Fig. 1: zoomed window
Scale bar: 10 um. Region (4, 4) to (29, 29) um. Cells in gray, sequential cells in the stronger gray; small squares are vias.
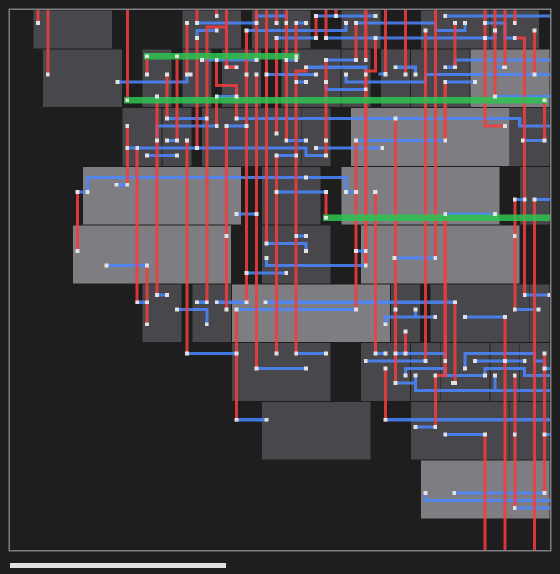
Fig. 2: routing congestion
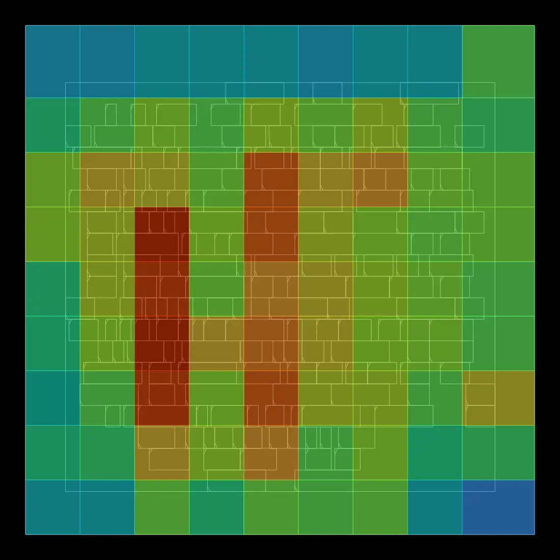
Fig. 3: nets reached from selected ports
Scale bar: 20 um.
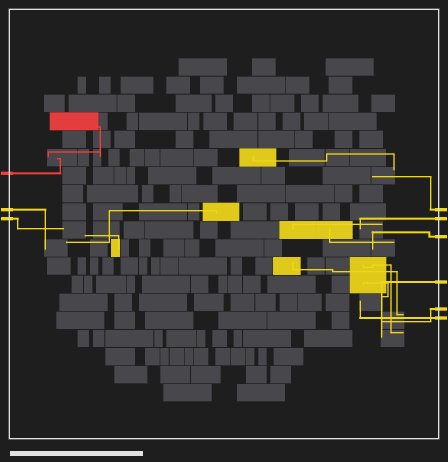
<file path="src/rtl/and_serial_8bit.sv">
// Bit-serial bitwise AND of two WIDTH-bit operands.
// Operands arrive over a valid/ready handshake. One result bit is formed per
// clock through a single AND gate instance, LSB first. The assembled result
// is then presented over an output valid/ready handshake.
//
// Ports:
//   clk      rising-edge clock
//   rst      synchronous, active-high reset
//   inA/inB  operands, sampled only on the accepting edge
//   inValid  operands valid
//   inReady  block can accept operands (high only in idle)
//   outY     result register (meaningful only while outValid is high)
//   outValid result valid, held until outReady is seen
//   outReady downstream accepts result
//   busy     high while shifting or holding a result
module and_serial_8bit #(
  parameter int unsigned WIDTH = 8
) (
  input  logic             clk,
  input  logic             rst,
  input  logic [WIDTH-1:0] inA,
  input  logic [WIDTH-1:0] inB,
  input  logic             inValid,
  output logic             inReady,
  output logic [WIDTH-1:0] outY,
  output logic             outValid,
  input  logic             outReady,
  output logic             busy
);

  localparam int unsigned CntW = (WIDTH > 1) ? $clog2(WIDTH) : 1;
  localparam logic [CntW-1:0] LastCnt = CntW'(WIDTH - 1);

  typedef enum logic [1:0] {StIdle, StShift, StDone} state_e;

  state_e           state_q;
  logic [WIDTH-1:0] sha_q;
  logic [WIDTH-1:0] shb_q;
  logic [WIDTH-1:0] res_q;
  logic [CntW-1:0]  cnt_q;
  logic             ready_q;
  logic             valid_q;
  logic             busy_q;
  logic             and_bit;

  // The one and only AND gate in the datapath.
  and and_gate (and_bit, sha_q[0], shb_q[0]);

  // Handshake outputs are registered and tracked alongside the state, so no
  // combinational path exists from inValid/outReady to inReady/outValid.
  // ready_q stays low during reset and rises on the first edge after release.
  always_ff @(posedge clk) begin
    if (rst) begin
      state_q <= StIdle;
      sha_q   <= '0;
      shb_q   <= '0;
      res_q   <= '0;
      cnt_q   <= '0;
      ready_q <= 1'b0;
      valid_q <= 1'b0;
      busy_q  <= 1'b0;
    end else begin
      unique case (state_q)
        StIdle: begin
          ready_q <= 1'b1;
          if (inValid && ready_q) begin
            sha_q   <= inA;
            shb_q   <= inB;
            res_q   <= '0;
            cnt_q   <= '0;
            ready_q <= 1'b0;
            busy_q  <= 1'b1;
            state_q <= StShift;
          end
        end
        StShift: begin
          // Zeros shift in at the top so operand registers never see new input data.
          res_q <= {and_bit, res_q[WIDTH-1:1]};
          sha_q <= sha_q >> 1;
          shb_q <= shb_q >> 1;
          if (cnt_q == LastCnt) begin
            // Counter holds here; it only restarts on the next accept.
            valid_q <= 1'b1;
            state_q <= StDone;
          end else begin
            cnt_q <= cnt_q + CntW'(1);
          end
        end
        StDone: begin
          if (outReady) begin
            valid_q <= 1'b0;
            busy_q  <= 1'b0;
            ready_q <= 1'b1;
            state_q <= StIdle;
          end
        end
        default: begin
          ready_q <= 1'b0;
          valid_q <= 1'b0;
          busy_q  <= 1'b0;
          state_q <= StIdle;
        end
      endcase
    end
  end

  assign inReady  = ready_q;
  assign outValid = valid_q;
  assign busy     = busy_q;
  assign outY     = res_q;

endmodule
</file>
<file path="config.mk">
export PLATFORM = sky130hd
export DESIGN_NAME = and_serial_8bit
export DESIGN_NICKNAME = d
export VERILOG_FILES = /design/src/rtl/and_serial_8bit.sv
export SDC_FILE = /design/constraint.sdc
export NUM_CORES = 1
export LEC_CHECK = 0
export CORE_MARGIN = 5
export CORE_UTILIZATION = 50
export DETAILED_ROUTE_END_ITERATION = 6
export PLACE_DENSITY = 0.85
export REMOVE_ABC_BUFFERS = 1
export SLEW_MARGIN = 20
export SYNTH_ARGS = -nofsm -noshare
export SYNTH_HDL_FRONTEND = slang
export SYNTH_SLANG_ARGS = --single-unit
</file>
<file path="constraint.sdc">
create_clock -name clk -period 1.77 [get_ports clk]
set_input_delay 0.531 -clock clk [delete_from_list [all_inputs] [get_ports clk]]
set_output_delay 0.531 -clock clk [all_outputs]
set_load 0.01 [all_outputs]
</file>
==> impl_metrics.ini <==
; generated from flow reports
[status]
status = finished, final reports clean

[yosys]
ys.flops = 32
syn_area_sq_um = 1476
yosysTopAreaCell = dfxtp_1
avgSynthCellArea_sq_um = 10.40
top_cells_by_count = dfxtp_1 (32), o21bai_1 (14), o311a_1 (14), mux2_4 (13), nand2_1 (13)
area_leaders = dfxtp_1 (43%), mux2_4 (13%), o311a_1 (9.5%)
most_common_cell = dfxtp_1
ys_seq_share_pct = 43.39

[place]
gp_congestion = 0.8454

[setup_path]
cpMaxStageDelayCell = dfxtp_1
cp_num_buf_inv = 0
cp-start-kind = flip-flop
rr_endpoint = sha_q[0]
max_stage_delay_ns = 0.56
cp_top_family = flip-flops
crit_cells = 3

[floorplan]
core_sq_um = 2805
fp_util_pct = 52.63
tap_cells = 31
chip_area_sq_um = 4140

[final_layout]
mostFrequentLayoutCells = dfxtp_1 (31), clkdlybuf4s50_1 (19), o21bai_1 (14), o311a_1 (14)
comb_share_pct = 40.41
mostFrequentLayoutCell = dfxtp_1
flop-count = 32
sh_seq_area_pct = 33.82
nNetsFinal = 196
dominant_cells = combinational gates
bufAreaShareNonClock_pct = 19.71

[global_routing]
use_met3_pct = 7.706
overflow = 0
first_global_vias = 1221
grt_pass1_wl_um = 5499

[cts]
hold_buffers = 0
cts_setup_buffers = 0

[sta]
min_period_ns = 1.609
max_freq_mhz = 621.3
timing.final.crit_share_pct = 90.93
setup_viol = 0

[drt]
drcViolationCount = 0

[pwr]
vdd_ir_drop_max_v = 0.0006584
About Fig. 1:
| color | layer |
|---|---|
| blue | metal 1 |
| red | metal 2 |
| green | metal 3 |
netlist names of flops here include: outY (4), cnt_q (2)
most frequent: dfxtp_1 (8), nand2_1 (7)
cells with their middle in the window: 43
sequential cells in the window: 8

About Fig. 2:
DR WL/cell: 15.65 um
M1 GR Usage: 19.47%
Total GRT Usage: 17.11%
final core occ: 67.66%
GR peak layer: met2

About Fig. 3:
| color | port | bits | direction | edge | end cells | buffers | wire |
|---|---|---|---|---|---|---|---|
| red | outValid | 1 | output | left | 1 | 1 | 23.2 um |
| yellow | inB | 8 | input | 6 right, 2 left | 8 | 8 | 234 um |
Port Buf Inserts: 30
top-level I/O count: 31

-- worst min-delay path, cell delays in order (launching register included) --
cell and delay [ns]:
dfxtp_1 0.32, nand2_1 0.05, a21oi_1 0.06
-- report_power, final --
group | total [mW] | leakage, nW | switching (mW) | internal [mW]
logic | 0.299 | 0.599 | 0.120 | 0.179
registers | 0.798 | 0.262 | 0.0297 | 0.769
clock network | 0.462 | 0.0374 | 0.237 | 0.225
total | 1.56 | 0.898 | 0.387 | 1.17
-- how the worst min path moves through the flow --
stage	end	slack, ns	cells after the start
2_1_floorplan	sha_q[7]	0.44	2
3_3_place_gp	outValid	0.45	2
3_5_place_dp	outValid	0.46	2
6_report	outValid	0.47	2
5_1_grt	cnt_q[1]	0.50	2
4_1_cts	outValid	0.48	2
-- cell families after synthesis --
| family | Yosys count | synth area share, % |
|---|---|---|
| adder cells (fa/ha/maj) | 2 | 1.695 |
| flip-flops | 32 | 43.39 |
| AND-OR/OR-AND | 50 | 25.42 |
| multiplexers | 14 | 13.98 |
| AND/OR/NAND/NOR | 29 | 10.59 |
| buffers and inverters | 15 | 4.915 |
-- per-stage QoR --
| step | hold slack [ns] | setup WS (ns) | total power [mW] | cells | setup TNS (ns) |
|---|---|---|---|---|---|
| after floorplan | 0.4431 | -0.6052 | 0.9972 | 130 | -8.752 |
| after global placement | 0.4539 | 0.02345 | 1.100 | 198 | 0 |
| after detailed placement | 0.4585 | -0.03340 | 1.116 | 198 | -0.2619 |
| after CTS | 0.4756 | 0.009682 | 1.573 | 205 | 0 |
| after global routing | 0.5048 | 0.1053 | 1.640 | 205 | 0 |
| final | 0.4737 | 0.1605 | 1.560 | 205 | 0 |
-- sequential cells by signal, indices dropped and copies added (netlist names) --
signal and count:
busy 1, cnt_q 3, inReady 1, outValid 1, outY 8, sha_q 8, shb_q 8, state_q 2
Power and IR drop assume default switching activity.
